Fig. 1: run 1, placed standard cells
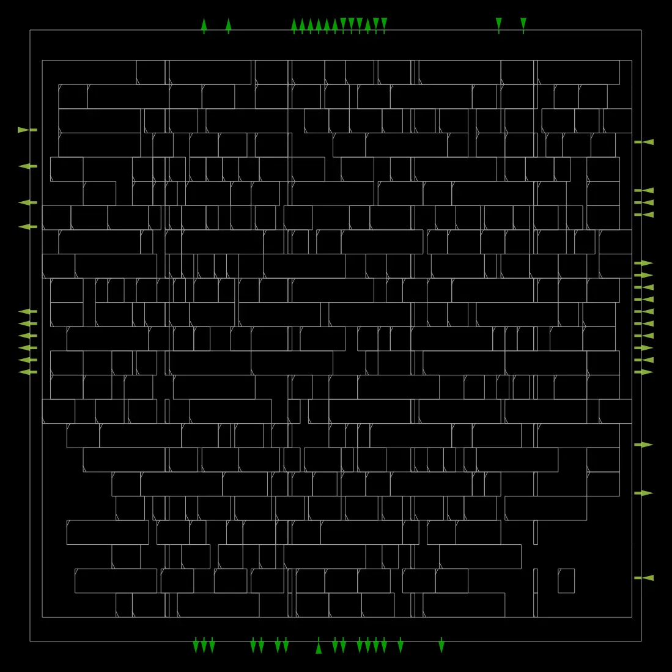
Fig. 2: run 1, cells coloured by class
Drawn at 4 px/µm.
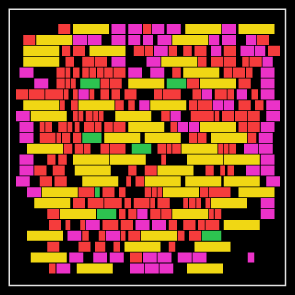
Fig. 3: run 1, signal wires by layer
Drawn at 6 px/µm. Only two layers are drawn.
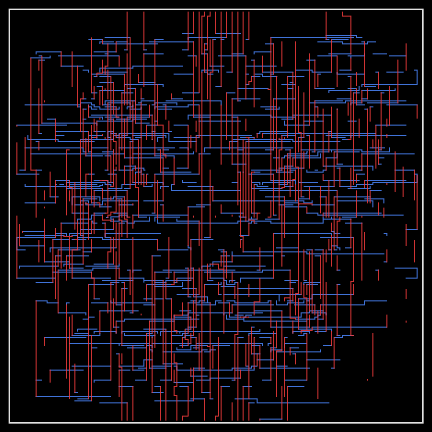
Fig. 4: run 1, register map, names as in the netlist
Drawn at 8 px/µm.
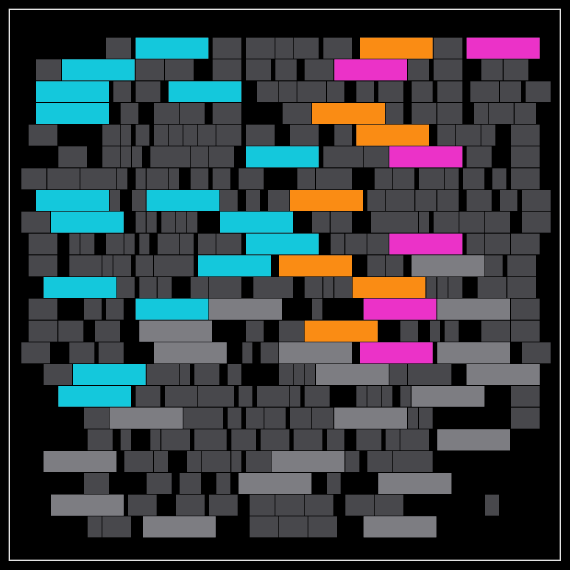
<file path="src/rtl/ex_hazard_scheduler.sv">
// Execute-stage issue/hazard controller: tracks EX/MEM/WB producers, decides
// issue/stall/squash for the ID instruction and registers the ALU forwarding selects.
module ex_hazard_scheduler #(
    parameter int REG_ADDR_LEN = 4,
    parameter bit FORWARD_EN   = 1'b1,
    parameter int CNT_LEN      = 16
) (
    input  logic                    clk,
    input  logic                    rst,
    input  logic                    id_valid,
    input  logic [REG_ADDR_LEN-1:0] id_src1,
    input  logic [REG_ADDR_LEN-1:0] id_src2,
    input  logic                    id_use_src1,
    input  logic                    id_use_src2,
    input  logic [REG_ADDR_LEN-1:0] id_dest,
    input  logic                    id_wb_en,
    input  logic                    id_mem_r_en,
    input  logic                    ex_branch_taken,
    output logic                    stall,
    output logic                    flush_if_id,
    output logic                    flush_id_ex,
    output logic [1:0]              alu_mux_sel_src1,
    output logic [1:0]              alu_mux_sel_src2,
    output logic [CNT_LEN-1:0]      stall_count,
    output logic [CNT_LEN-1:0]      flush_count
);

    typedef struct packed {
        logic                    valid;
        logic [REG_ADDR_LEN-1:0] dest;
        logic                    wb_en;
        logic                    mem_r_en;
    } shadow_t;

    localparam logic [1:0] SEL_RF  = 2'b00;
    localparam logic [1:0] SEL_WB  = 2'b01;
    localparam logic [1:0] SEL_MEM = 2'b10;

    shadow_t ex_q, mem_q, wb_q, ex_d;
    logic    hit_ex1, hit_ex2, hit_mem1, hit_mem2, hit_wb1, hit_wb2;
    logic    hazard, issue;
    logic [1:0] sel1_d, sel2_d;

    function automatic logic src_hit(input shadow_t s, input logic use_src,
                                     input logic [REG_ADDR_LEN-1:0] src);
        return use_src & s.valid & s.wb_en & (s.dest == src);
    endfunction

    assign hit_ex1  = src_hit(ex_q,  id_use_src1, id_src1);
    assign hit_ex2  = src_hit(ex_q,  id_use_src2, id_src2);
    assign hit_mem1 = src_hit(mem_q, id_use_src1, id_src1);
    assign hit_mem2 = src_hit(mem_q, id_use_src2, id_src2);
    assign hit_wb1  = src_hit(wb_q,  id_use_src1, id_src1);
    assign hit_wb2  = src_hit(wb_q,  id_use_src2, id_src2);

    // With forwarding only a load in EX is unresolvable; without it, any
    // in-flight producer blocks until it has left WB (no same-cycle RF bypass).
    assign hazard = FORWARD_EN ? ((hit_ex1 | hit_ex2) & ex_q.mem_r_en)
                               : (hit_ex1 | hit_ex2 | hit_mem1 | hit_mem2 | hit_wb1 | hit_wb2);

    assign stall       = id_valid & hazard & ~ex_branch_taken;
    assign flush_if_id = ex_branch_taken;
    assign flush_id_ex = stall | ex_branch_taken;
    assign issue       = id_valid & ~stall & ~ex_branch_taken;

    // NOTE: every combinational output gets a default first so no path leaves it unassigned (no latch).
    always_comb begin
        ex_d   = '0;
        sel1_d = SEL_RF;
        sel2_d = SEL_RF;
        if (issue) begin
            ex_d = '{valid: 1'b1, dest: id_dest, wb_en: id_wb_en, mem_r_en: id_mem_r_en};
            if (FORWARD_EN) begin
                // EX becomes MEM next cycle, so the younger producer takes priority.
                if (hit_ex1)       sel1_d = SEL_MEM;
                else if (hit_mem1) sel1_d = SEL_WB;
                if (hit_ex2)       sel2_d = SEL_MEM;
                else if (hit_mem2) sel2_d = SEL_WB;
            end
        end
    end

    // NOTE: sequential state uses non-blocking assignments so all stages shift from pre-edge values.
    always_ff @(posedge clk or negedge rst) begin
        if (!rst) begin
            ex_q             <= '0;
            mem_q            <= '0;
            wb_q             <= '0;
            alu_mux_sel_src1 <= SEL_RF;
            alu_mux_sel_src2 <= SEL_RF;
        end else begin
            wb_q             <= mem_q;
            mem_q            <= ex_q;
            ex_q             <= ex_d;
            alu_mux_sel_src1 <= sel1_d;
            alu_mux_sel_src2 <= sel2_d;
        end
    end

    always_ff @(posedge clk or negedge rst) begin
        if (!rst) begin
            stall_count <= '0;
            flush_count <= '0;
        end else begin
            if (stall && (stall_count != '1))
                stall_count <= stall_count + CNT_LEN'(1);
            if (flush_if_id && (flush_count != '1))
                flush_count <= flush_count + CNT_LEN'(1);
        end
    end

endmodule

</file>
<file path="config.mk">
export PLATFORM = sky130hd
export DESIGN_NAME = ex_hazard_scheduler
export DESIGN_NICKNAME = d
export VERILOG_FILES = /design/src/rtl/ex_hazard_scheduler.sv
export SDC_FILE = /design/constraint.sdc
export NUM_CORES = 1
export LEC_CHECK = 0
export CORE_MARGIN = 1
export CORE_UTILIZATION = 53
export DETAILED_ROUTE_END_ITERATION = 10
export PLACE_DENSITY = 0.92
export SYNTH_ARGS = -nofsm -noshare
export SYNTH_HDL_FRONTEND = slang
export SYNTH_SLANG_ARGS = --single-unit
</file>
<file path="constraint.sdc">
create_clock -name clk -period 2.97 [get_ports clk]
set_input_delay 0.594 -clock clk [delete_from_list [all_inputs] [get_ports clk]]
set_output_delay 0.594 -clock clk [all_outputs]
set_load 0.02 [all_outputs]
</file>
==> impl_metrics.json, run 1 <==
{
  "dp_hpwl_um": 3670,
  "met1_length_um": 2210,
  "mux_share_pct": 2.55,
  "synthCells": 218,
  "fmax_ghz": 0.360,
  "tritoncts": "yes",
  "max_slew_margin_pct": 28.4,
  "num_io_pins": 59,
  "drt_wl_total_um": 4930,
  "whs_ps": 395,
  "area_growth_pct": 35.0,
  "hold_class": "reg -> reg",
  "worstPathCellList": "clkdlybuf4s50_1 > and3_1 > and2_1 > a32o_1 > a21o_1 > dlygate4sd2_1",
  "grt_max_degree": 50,
  "drt_iter0_markers": 169,
  "clock_latency_ps": 300,
  "cts_buffers": 5,
  "yosys_cells": 218,
  "xor_area_share_pct": 15.2,
  "start_kind": "input port",
  "rows": 23,
  "die_w_um": 68.7,
  "synth_top_cell_by_area": "dfrtp_1",
  "cp-startpoint": "id_use_src1",
  "drc": 0,
  "crit_family": "buffers and inverters",
  "finClkSkew_ps": 4.73,
  "die_y_um": 68.7,
  "p_per_area_nw_per_um2": 475,
  "flop_cell": "dfrtp_1",
  "clk_pin_slew_ps": 80,
  "n_all_buffers": 74,
  "comb_area_um2": 1100,
  "path_class": "in -> out",
  "top_cell": "dfrtp_1",
  "ctsHoldBuffers": 0,
  "io_buffer_count": 58,
  "synth-seq-cells": 49,
  "reg.largest.list": "flush_count: 16 flops, stall_count: 16 flops, ex_q: 7 flops",
  "inv_count": 4,
  "syn_avg_cell_area_um2": 10.8,
  "r2r-start": "ex_q[4]$_DFF_PN0_",
  "synth_adder_area_share_pct": 1.06,
  "drive_gt1_share_pct": 11.8,
  "status": "complete, no violations",
  "common_cells": "dfrtp_1, xnor2_1, nand3_1",
  "drt_pass1_iterations": 4
}
Notes on Fig. 1 above:
Util after Layout: 76.8%
num tapcells: 50
Layout Cells excl Fill: 346
Core Area: 4140 µm²

Notes on Fig. 2 above:
remaining buffers and delay cells -> magenta  # cells 74
sequential cells -> yellow  # cells 49
combinational and other logic -> red  # cells 166
clock drivers and dummy loads -> green  # cells 7

Notes on Fig. 3 above:
metal 2 -> red  # wire length 2380 µm
metal 1 -> blue  # wire length 2210 µm

Notes on Fig. 4 above:
stall_count -> cyan  # sequential cells 16
ex_q -> orange  # sequential cells 7
mem_q -> magenta  # sequential cells 6
not coloured = 20

[run 1: stage by stage]
stage | total power (µW) | cells | area [µm²] | utilization [%] | worst slack [ps]
after floorplan | 958 | 218 | 2360 | - | 924
after global placement | 1130 | 339 | 3100 | 74.8 | -36.1
after detailed placement | 1140 | 339 | 3100 | 74.8 | -45.8
after CTS | 1530 | 346 | 3180 | 76.8 | 188
after global routing | 1580 | 346 | 3180 | 76.8 | 100
final | 1510 | 346 | 3180 | 76.8 | 192
[run 1: where the power goes]
part / switching, µW / total (µW) / internal [µW]
clock network: 206 / 391 / 185
logic: 162 / 338 / 177
registers: 64.7 / 784 / 720
total: 432 / 1510 / 1080
Fig. 5: run 1, M3 wires
Drawn at 6 px/µm.
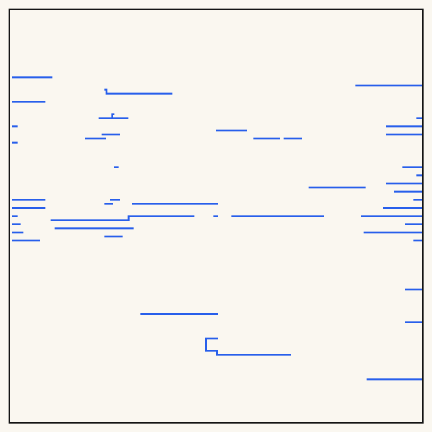

==> run 2, diff against run 1 <==
- CORE_MARGIN: 1 -> 2
- SKIP_LAST_GASP: default -> 1
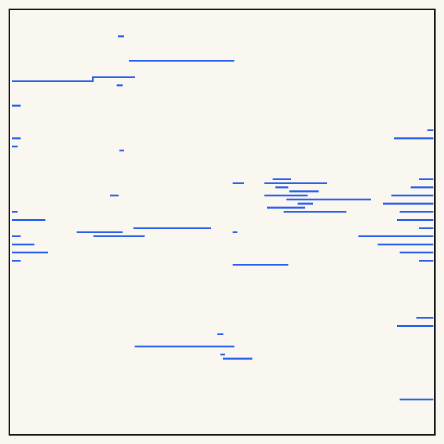
Fig. 6. M3 wires (run 2).
Drawn at 6 px/µm.
nets with wire on the layer = 42
wire length on this layer = 263 µm

==> impl_metrics.json, run 2 <==
{
  "whs_ps": 409,
  "top_cell": "dfrtp_1",
  "switchingPower_uw": 445,
  "status": "complete, no violations",
  "crit_family": "buffers and inverters",
  "drt_wl_total_um": 5150,
  "grt_max_degree": 50,
  "die_w_um": 70.7,
  "area_growth_pct": 36.7,
  "tritoncts": "yes",
  "flop_cell": "dfrtp_1",
  "cp-startpoint": "id_src1[1]",
  "yosys_cells": 218,
  "syn_avg_cell_area_um2": 10.8,
  "clock_latency_ps": 300,
  "reg.largest.list": "flush_count: 16 flops, stall_count: 16 flops, ex_q: 7 flops",
  "power_frac_clock_pct": 27.3,
  "num_io_pins": 59,
  "cts_buffers": 5,
  "finClkSkew_ps": 6.14,
  "fin_area_um2": 3220
}
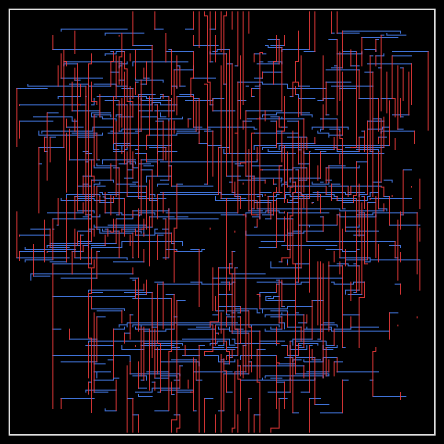
Fig. 7. Signal wires by layer (run 2).
Drawn at 6 px/µm. Only two layers are drawn.
metal 1 -> blue  # wire length 2150 µm
metal 2 -> red  # wire length 2620 µm

==> run 2: cell counts after synthesis <==
No cell type changed its count.
==> run 2: final cells by class <==
class / instances / area (µm²)
tap: 52 / 65.1
timing repair buffer: 76 / 708
sequential: 49 / 1230
inverter: 4 / 15.0
clock inverter: 1 / 5.00
fill: 322 / 1100
clock buffer: 7 / 96.3
multi-input combinational: 162 / 1110
==> run 2: cell families after synthesis <==
group           Yosys count  share of synthesized area (%)
compound gates           12                           4.14
xor+xnor                 41                           15.2
fa+ha+maj                 2                           1.06
buf+inv                   7                           1.33
flops                    49                           52.0
mux                       5                           2.55
simple gates            102                           23.7
==> run 2: power groups by stage <==
stage	clock (µW)	combinational, µW	sequential, µW
floorplan	0	117	841
detailed placement	0	350	795
CTS	437	353	782
global route	463	377	790
finish	426	347	783
global placement	0	338	793
Power is estimated from default activity; no workload was simulated.
